layer_met2.png
Scale: 1 px per um. Cells faint in the background.
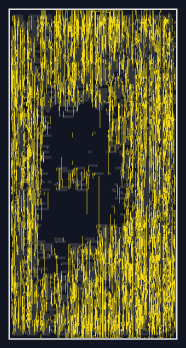
flops_by_reg.png
Scale: 2 px per um.
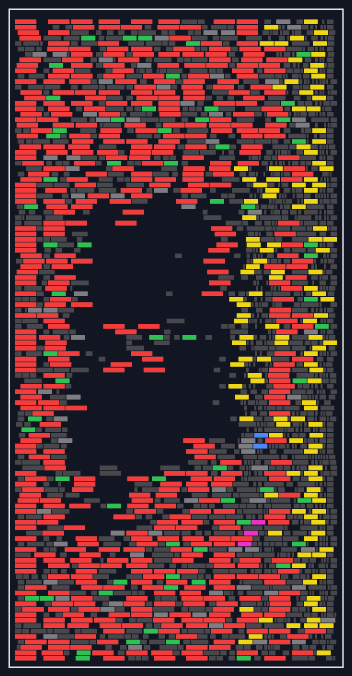
[config.mk]
export PLATFORM = sky130hd
export DESIGN_NAME = mul_issue_ctrl_flat
export DESIGN_NICKNAME = d
export VERILOG_FILES = /design/src/rtl/mul_issue_pkg.sv /design/src/rtl/mul_issue_ctrl_if.sv /design/src/rtl/mul_issue_fifo.sv /design/src/rtl/mul_issue_ctrl.sv /design/src/flat_wrapper.sv
export SDC_FILE = /design/constraint.sdc
export NUM_CORES = 1
export LEC_CHECK = 0
export CAP_MARGIN = 20
export CORE_ASPECT_RATIO = 2
export CORE_MARGIN = 2
export CORE_UTILIZATION = 52
export DETAILED_ROUTE_END_ITERATION = 7
export GPL_ROUTABILITY_DRIVEN = 0
export GPL_TIMING_DRIVEN = 0
export HOLD_SLACK_MARGIN = 0.15
export PLACE_DENSITY = 0.84
export REMOVE_ABC_BUFFERS = 1
export SLEW_MARGIN = 20
export SYNTH_ARGS = -nofsm -noshare
export SYNTH_HDL_FRONTEND = slang
export SYNTH_SLANG_ARGS = --single-unit
[constraint.sdc]
create_clock -name clk -period 6.1 [get_ports clk]
set_input_delay 0.915 -clock clk [delete_from_list [all_inputs] [get_ports clk]]
set_output_delay 0.915 -clock clk [all_outputs]
set_load 0.03 [all_outputs]
[src/rtl/mul_issue_pkg.sv]
// Shared types and constants for the multiply issue controller.
// Holds operand/result widths, default parameters and the FSM state encoding.
package mul_issue_pkg;

    localparam int unsigned OPND_W           = 64;
    localparam int unsigned RES_W            = 128;
    localparam int unsigned DEF_FIFO_DEPTH   = 4;
    localparam int unsigned DEF_DONE_TIMEOUT = 100;

    // Controller states, kept as plain constants for compatibility with older tools.
    typedef logic [2:0] state_t;

    localparam state_t StIdle  = 3'd0;
    localparam state_t StLoad  = 3'd1;
    localparam state_t StRun   = 3'd2;
    localparam state_t StClear = 3'd3;
    localparam state_t StOut   = 3'd4;

    typedef struct packed {
        logic [OPND_W-1:0] a;
        logic [OPND_W-1:0] b;
    } pair_t;

    function automatic logic [RES_W-1:0] pack_pair(input logic [OPND_W-1:0] a,
                                                   input logic [OPND_W-1:0] b);
        return {a, b};
    endfunction

endpackage

[src/rtl/mul_issue_ctrl_if.sv]
// Bundle of the operand intake, multiply-unit and result handshake signals.
// The master modport is the controller's view; slave is the surrounding environment.
interface mul_issue_ctrl_if;
    import mul_issue_pkg::*;

    logic              in_valid;
    logic              in_ready;
    logic [OPND_W-1:0] in_a;
    logic [OPND_W-1:0] in_b;

    logic [OPND_W-1:0] multiplier;
    logic [OPND_W-1:0] multiplicand;
    logic              op_start;
    logic              op_clear;
    logic              op_done;
    logic [RES_W-1:0]  mul_result;

    logic              res_valid;
    logic              res_ready;
    logic [RES_W-1:0]  res_data;

    modport master (
        input  in_valid,
        input  in_a,
        input  in_b,
        input  op_done,
        input  mul_result,
        input  res_ready,
        output in_ready,
        output multiplier,
        output multiplicand,
        output op_start,
        output op_clear,
        output res_valid,
        output res_data
    );

    modport slave (
        output in_valid,
        output in_a,
        output in_b,
        output op_done,
        output mul_result,
        output res_ready,
        input  in_ready,
        input  multiplier,
        input  multiplicand,
        input  op_start,
        input  op_clear,
        input  res_valid,
        input  res_data
    );

endinterface

[src/rtl/mul_issue_fifo.sv]
// Synchronous operand-pair queue; DEPTH must be a power of two so pointers wrap naturally.
// A push while full is accepted only when a pop happens in the same cycle.
module mul_issue_fifo #(
    parameter int unsigned DEPTH = 4,
    parameter int unsigned WIDTH = 128
) (
    input  logic             clk,
    input  logic             reset,
    input  logic             push,
    input  logic [WIDTH-1:0] wdata,
    input  logic             pop,
    output logic [WIDTH-1:0] rdata,
    output logic             full,
    output logic             empty
);

    localparam int unsigned PTR_W = $clog2(DEPTH);
    localparam int unsigned CNT_W = PTR_W + 1;

    logic [WIDTH-1:0] mem_q [DEPTH];
    logic [PTR_W-1:0] wr_ptr_q;
    logic [PTR_W-1:0] rd_ptr_q;
    logic [CNT_W-1:0] count_q;
    logic [CNT_W-1:0] count_d;
    logic             do_push;
    logic             do_pop;

    assign empty   = (count_q == '0);
    assign full    = (count_q == CNT_W'(DEPTH));
    assign do_pop  = pop && !empty;
    assign do_push = push && (!full || do_pop);
    assign rdata   = mem_q[rd_ptr_q];

    always_comb begin
        count_d = count_q;
        case ({do_push, do_pop})
            2'b10:   count_d = count_q + CNT_W'(1);
            2'b01:   count_d = count_q - CNT_W'(1);
            default: count_d = count_q;
        endcase
    end

    always_ff @(posedge clk) begin
        if (reset) begin
            wr_ptr_q <= '0;
            rd_ptr_q <= '0;
            count_q  <= '0;
        end else begin
            if (do_push) begin
                wr_ptr_q <= wr_ptr_q + PTR_W'(1);
            end
            if (do_pop) begin
                rd_ptr_q <= rd_ptr_q + PTR_W'(1);
            end
            count_q <= count_d;
        end
    end

    // Storage needs no reset: entries are only read while count_q says they are valid.
    always_ff @(posedge clk) begin
        if (do_push) begin
            mem_q[wr_ptr_q] <= wdata;
        end
    end

endmodule

[src/rtl/mul_issue_ctrl.sv]
// Issues queued operand pairs to an external multiply unit and returns products in order.
// Define MUL_ISSUE_TIMEOUT_EN to abort a run after DONE_TIMEOUT cycles without op_done.
module mul_issue_ctrl
    import mul_issue_pkg::*;
#(
    parameter int unsigned FIFO_DEPTH   = DEF_FIFO_DEPTH,
    parameter int unsigned DONE_TIMEOUT = DEF_DONE_TIMEOUT
) (
    input  logic                    clk,
    input  logic                    reset,
    mul_issue_ctrl_if.master        bus,
    output logic                    busy,
    output logic                    timeout_err
);

    state_t            state_q;
    state_t            state_d;
    logic [OPND_W-1:0] opnd_a_q;
    logic [OPND_W-1:0] opnd_b_q;
    logic [RES_W-1:0]  res_data_q;
    logic              res_valid_q;

    logic              fifo_push;
    logic              fifo_pop;
    logic              fifo_full;
    logic              fifo_empty;
    pair_t             head;
    logic [RES_W-1:0]  head_raw;

    logic              timeout_hit;
    logic              abort;

    assign fifo_push = bus.in_valid && bus.in_ready;
    assign head      = pair_t'(head_raw);

    mul_issue_fifo #(
        .DEPTH (FIFO_DEPTH),
        .WIDTH (RES_W)
    ) u_fifo (
        .clk   (clk),
        .reset (reset),
        .push  (fifo_push),
        .wdata (pack_pair(bus.in_a, bus.in_b)),
        .pop   (fifo_pop),
        .rdata (head_raw),
        .full  (fifo_full),
        .empty (fifo_empty)
    );

`ifdef MUL_ISSUE_TIMEOUT_EN
    localparam int unsigned TMO_W = $clog2(DONE_TIMEOUT + 1);

    logic [TMO_W-1:0] tmo_cnt_q;
    logic             timeout_err_q;
    logic             abort_q;

    // Fires in the last permitted RUN cycle if op_done has still not arrived.
    assign timeout_hit = (state_q == StRun) && !bus.op_done &&
                         (tmo_cnt_q == TMO_W'(DONE_TIMEOUT - 1));
    assign abort       = abort_q;
    assign timeout_err = timeout_err_q;

    always_ff @(posedge clk) begin
        if (reset) begin
            tmo_cnt_q     <= '0;
            timeout_err_q <= 1'b0;
            abort_q       <= 1'b0;
        end else begin
            if (state_q == StLoad) begin
                tmo_cnt_q <= '0;
            end else if (state_q == StRun) begin
                tmo_cnt_q <= tmo_cnt_q + TMO_W'(1);
            end
            if (timeout_hit) begin
                timeout_err_q <= 1'b1;
                abort_q       <= 1'b1;
            end else if (state_q == StClear) begin
                abort_q <= 1'b0;
            end
        end
    end
`else
    assign timeout_hit = 1'b0;
    assign abort       = 1'b0;
    assign timeout_err = 1'b0;
`endif

    always_comb begin
        state_d  = state_q;
        fifo_pop = 1'b0;
        case (state_q)
            StIdle: begin
                if (!fifo_empty && !res_valid_q) begin
                    state_d = StLoad;
                end
            end
            StLoad: begin
                fifo_pop = 1'b1;
                state_d  = StRun;
            end
            StRun: begin
                if (bus.op_done || timeout_hit) begin
                    state_d = StClear;
                end
            end
            StClear: begin
                state_d = abort ? StIdle : StOut;
            end
            StOut: begin
                if (bus.res_ready) begin
                    state_d = StIdle;
                end
            end
            default: state_d = StIdle;
        endcase
    end

    always_ff @(posedge clk) begin
        if (reset) begin
            state_q     <= StIdle;
            opnd_a_q    <= '0;
            opnd_b_q    <= '0;
            res_data_q  <= '0;
            res_valid_q <= 1'b0;
        end else begin
            state_q <= state_d;
            if (state_q == StLoad) begin
                opnd_a_q <= head.a;
                opnd_b_q <= head.b;
            end
            // The product is only valid in the op_done cycle, so capture it there.
            if ((state_q == StRun) && bus.op_done) begin
                res_data_q <= bus.mul_result;
            end
            if ((state_q == StClear) && !abort) begin
                res_valid_q <= 1'b1;
            end else if ((state_q == StOut) && bus.res_ready) begin
                res_valid_q <= 1'b0;
            end
        end
    end

    assign bus.in_ready     = !fifo_full;
    assign bus.multiplier   = opnd_a_q;
    assign bus.multiplicand = opnd_b_q;
    assign bus.op_start     = (state_q == StRun);
    assign bus.op_clear     = (state_q == StClear);
    assign bus.res_valid    = res_valid_q;
    assign bus.res_data     = res_data_q;
    assign busy             = (state_q != StIdle);

endmodule

[src/flat_wrapper.sv]
// flat-port wrapper written by rule: the top's interface ports become plain ports
module mul_issue_ctrl_flat import mul_issue_pkg::*;
#(
    parameter int unsigned FIFO_DEPTH   = DEF_FIFO_DEPTH,
    parameter int unsigned DONE_TIMEOUT = DEF_DONE_TIMEOUT
)
  (clk, reset, busy, timeout_err, bus_in_valid, bus_in_a, bus_in_b, bus_op_done, bus_mul_result, bus_res_ready, bus_in_ready, bus_multiplier, bus_multiplicand, bus_op_start, bus_op_clear, bus_res_valid, bus_res_data);
  mul_issue_ctrl_if bus_i ();
  input  logic clk;
  input  logic reset;
  output logic busy;
  output logic timeout_err;
  input wire logic [$bits(bus_i.in_valid)-1:0] bus_in_valid;
  input wire logic [$bits(bus_i.in_a)-1:0] bus_in_a;
  input wire logic [$bits(bus_i.in_b)-1:0] bus_in_b;
  input wire logic [$bits(bus_i.op_done)-1:0] bus_op_done;
  input wire logic [$bits(bus_i.mul_result)-1:0] bus_mul_result;
  input wire logic [$bits(bus_i.res_ready)-1:0] bus_res_ready;
  output wire logic [$bits(bus_i.in_ready)-1:0] bus_in_ready;
  output wire logic [$bits(bus_i.multiplier)-1:0] bus_multiplier;
  output wire logic [$bits(bus_i.multiplicand)-1:0] bus_multiplicand;
  output wire logic [$bits(bus_i.op_start)-1:0] bus_op_start;
  output wire logic [$bits(bus_i.op_clear)-1:0] bus_op_clear;
  output wire logic [$bits(bus_i.res_valid)-1:0] bus_res_valid;
  output wire logic [$bits(bus_i.res_data)-1:0] bus_res_data;
  assign bus_i.in_valid = bus_in_valid;
  assign bus_i.in_a = bus_in_a;
  assign bus_i.in_b = bus_in_b;
  assign bus_i.op_done = bus_op_done;
  assign bus_i.mul_result = bus_mul_result;
  assign bus_i.res_ready = bus_res_ready;
  assign bus_in_ready = bus_i.in_ready;
  assign bus_multiplier = bus_i.multiplier;
  assign bus_multiplicand = bus_i.multiplicand;
  assign bus_op_start = bus_i.op_start;
  assign bus_op_clear = bus_i.op_clear;
  assign bus_res_valid = bus_i.res_valid;
  assign bus_res_data = bus_i.res_data;
  mul_issue_ctrl #(.FIFO_DEPTH(FIFO_DEPTH), .DONE_TIMEOUT(DONE_TIMEOUT)) u_core (.clk(clk), .reset(reset), .bus(bus_i), .busy(busy), .timeout_err(timeout_err));
endmodule
==> GITHUB_STEP_SUMMARY <==
## Implementation flow summary

| Metric | Value |
|---|---|
| Critical path type | `flop to output pin` |
| Clock transition at path regs | `70 ps` |
| Seq cells post-synth | `779` |
| Antenna-violating nets left | `0` |
| Max Cap Viol | `0` |
| Die area | `0.0545 mm2` |
| Yosys chip area | `0.0273 mm2` |
| Largest net degree at the start of global routing | `81` |
| Number of non-clock buffers in the layout | `562` |
| CP bufs+invs | `1` |
| Clk buf depth | `3` |
| Die width | `166 um` |
| Pleak | `0.0118 uW` |
| R2R Setup Slk | `3080 ps` |
| Clock-cell share of area | `6.45%` |
| Count leader, synth | `edfxtp_1` |
| Crit path DAT | `2280 ps` |
| DR vias | `16300` |
| Tot GR Track Use | `26.7%` |
| Top delay family on crit path | `buffers and inverters` |
| Post-CTS Setup Repair Bufs | `0` |
| Simple Share, Synth | `4.18%` |
| Number of global-route vias before repair | `17400` |
| Sequential share of cell area | `57.5%` |
| Nature of the critical path endpoint | `output pin` |
| RSZ-0062 raised after global routing | `no` |
| Skew final | `24.9 ps` |
| # placed instances | `2703` |
| DP HPWL | `50300 um` |
| Slowest CP cell | `clkdlybuf4s50_1` |
| H-tree levels | `3` |
| Avg WL per Cell | `26.0 um` |
| CP Max Fanout | `11` |
| Antenna fix cells | `9` |
| Status | `finished, final reports clean` |
| Core footprint | `0.0518 mm2` |
| CP startpoint kind | `flop` |
| First-pass GRT wire length | `108000 um` |
| # clk buffers | `80` |
| Final Hold Violation Tally | `0` |
| Tool warnings | `28` |
| FP Util | `52.7%` |
| Storage cell area | `0.0207 mm2` |
| Compound-Gate Fraction of Synth Area | `6.82%` |
| CP Data Required Time | `5180 ps` |
| Worst slew pin tran | `768 ps` |
| Root Buffer | `clkbuf_16` |
| Netlist cell types | `36` |
| Combinational share of cell area | `16.8%` |
| Cell count after synthesis | `1589` |
| Fillers | `3123` |
| Hold EP | `u_core.bus.res_data[85]` |
| Synthesis Warnings | `0` |
| Final Util | `69.6%` |
| Non-clock buffer share of cell area | `16.8%` |
| Worst setup path end | `bus_op_clear` |
Notes on layer_met2.png above:
2190 nets have wire on it. The wires run mostly vertical. The layer holds 49% of the routed length. The longest straight run is 113 um. The layer carries 36.3 mm of wire.

Notes on flops_by_reg.png above:
Yellow shows u_core.bus.res_data, sequential cells 128, where a vertical strip on the right. Magenta shows u_core.state_q, sequential cells 3. Green shows u_core.bus.multiplier, sequential cells 64, where spread over the die. Red shows u_core.u_fifo.mem_q, sequential cells 512, where spread over the die. Blue shows u_core.u_fifo.wr_ptr_q, sequential cells 2.
Another 70 sequential cells are not coloured.

==> metal layers <==
layer  GRT usage [%]  routed length (um)  vias to the layer above
li1                -                   -                     7128
met1            30.7               26300                     8251
met2            44.1               36300                      802
met3            8.55                6900                      165
met4            15.2                4210                        2
met5               0                  10                        -
==> layout by cell type (no fill, tap or decap), types with 5 or more instances in the layout <==
master	count
nor2_1	5
buf_16	16
dfxtp_1	265
buf_12	17
clkinv_1	10
inv_1	7
edfxtp_1	512
clkdlybuf4s50_1	520
clkbuf_16	68
diode_2	9
mux4_2	128
a21oi_1	135
clkinv_2	10
a22o_1	128
clkbuf_1	5
ha_1	5
nand2_1	259
bufinv_16	8
clkbuf_8	7
buf_4	5
==> registers in the layout, summed over array words and instances, names as in the netlist <==
register                 cells
u_core.bus.res_data        128
u_core.u_fifo.wr_ptr_q       2
u_core.bus.multiplicand     64
u_core.state_q               3
u_core.bus.res_valid         1
u_core.u_fifo.count_q        3
u_core.u_fifo.mem_q        512
u_core.bus.multiplier       64
u_core.u_fifo.rd_ptr_q       2
==> through the flow <==
step | TNS, ps | worst slack [ps] | instance area (um2) | hold WS [ps]
after floorplan | -530240 | -3950 | 26700 | 461
after global placement | -3234200 | -11580 | 32800 | 444
final | 0 | 2910 | 36100 | 455
after global routing | 0 | 2800 | 36100 | 466
after CTS | 0 | 2890 | 36000 | 456
after detailed placement | 0 | 2340 | 33700 | 447
==> power breakdown <==
| group | total (uW) | switching [uW] | internal, uW |
|---|---|---|---|
| clock network | 4450 | 1930 | 2510 |
| logic | 3290 | 1850 | 1440 |
| registers | 6480 | 297 | 6180 |
| total | 14200 | 4080 | 10100 |
Power is estimated from default activity; no workload was simulated.
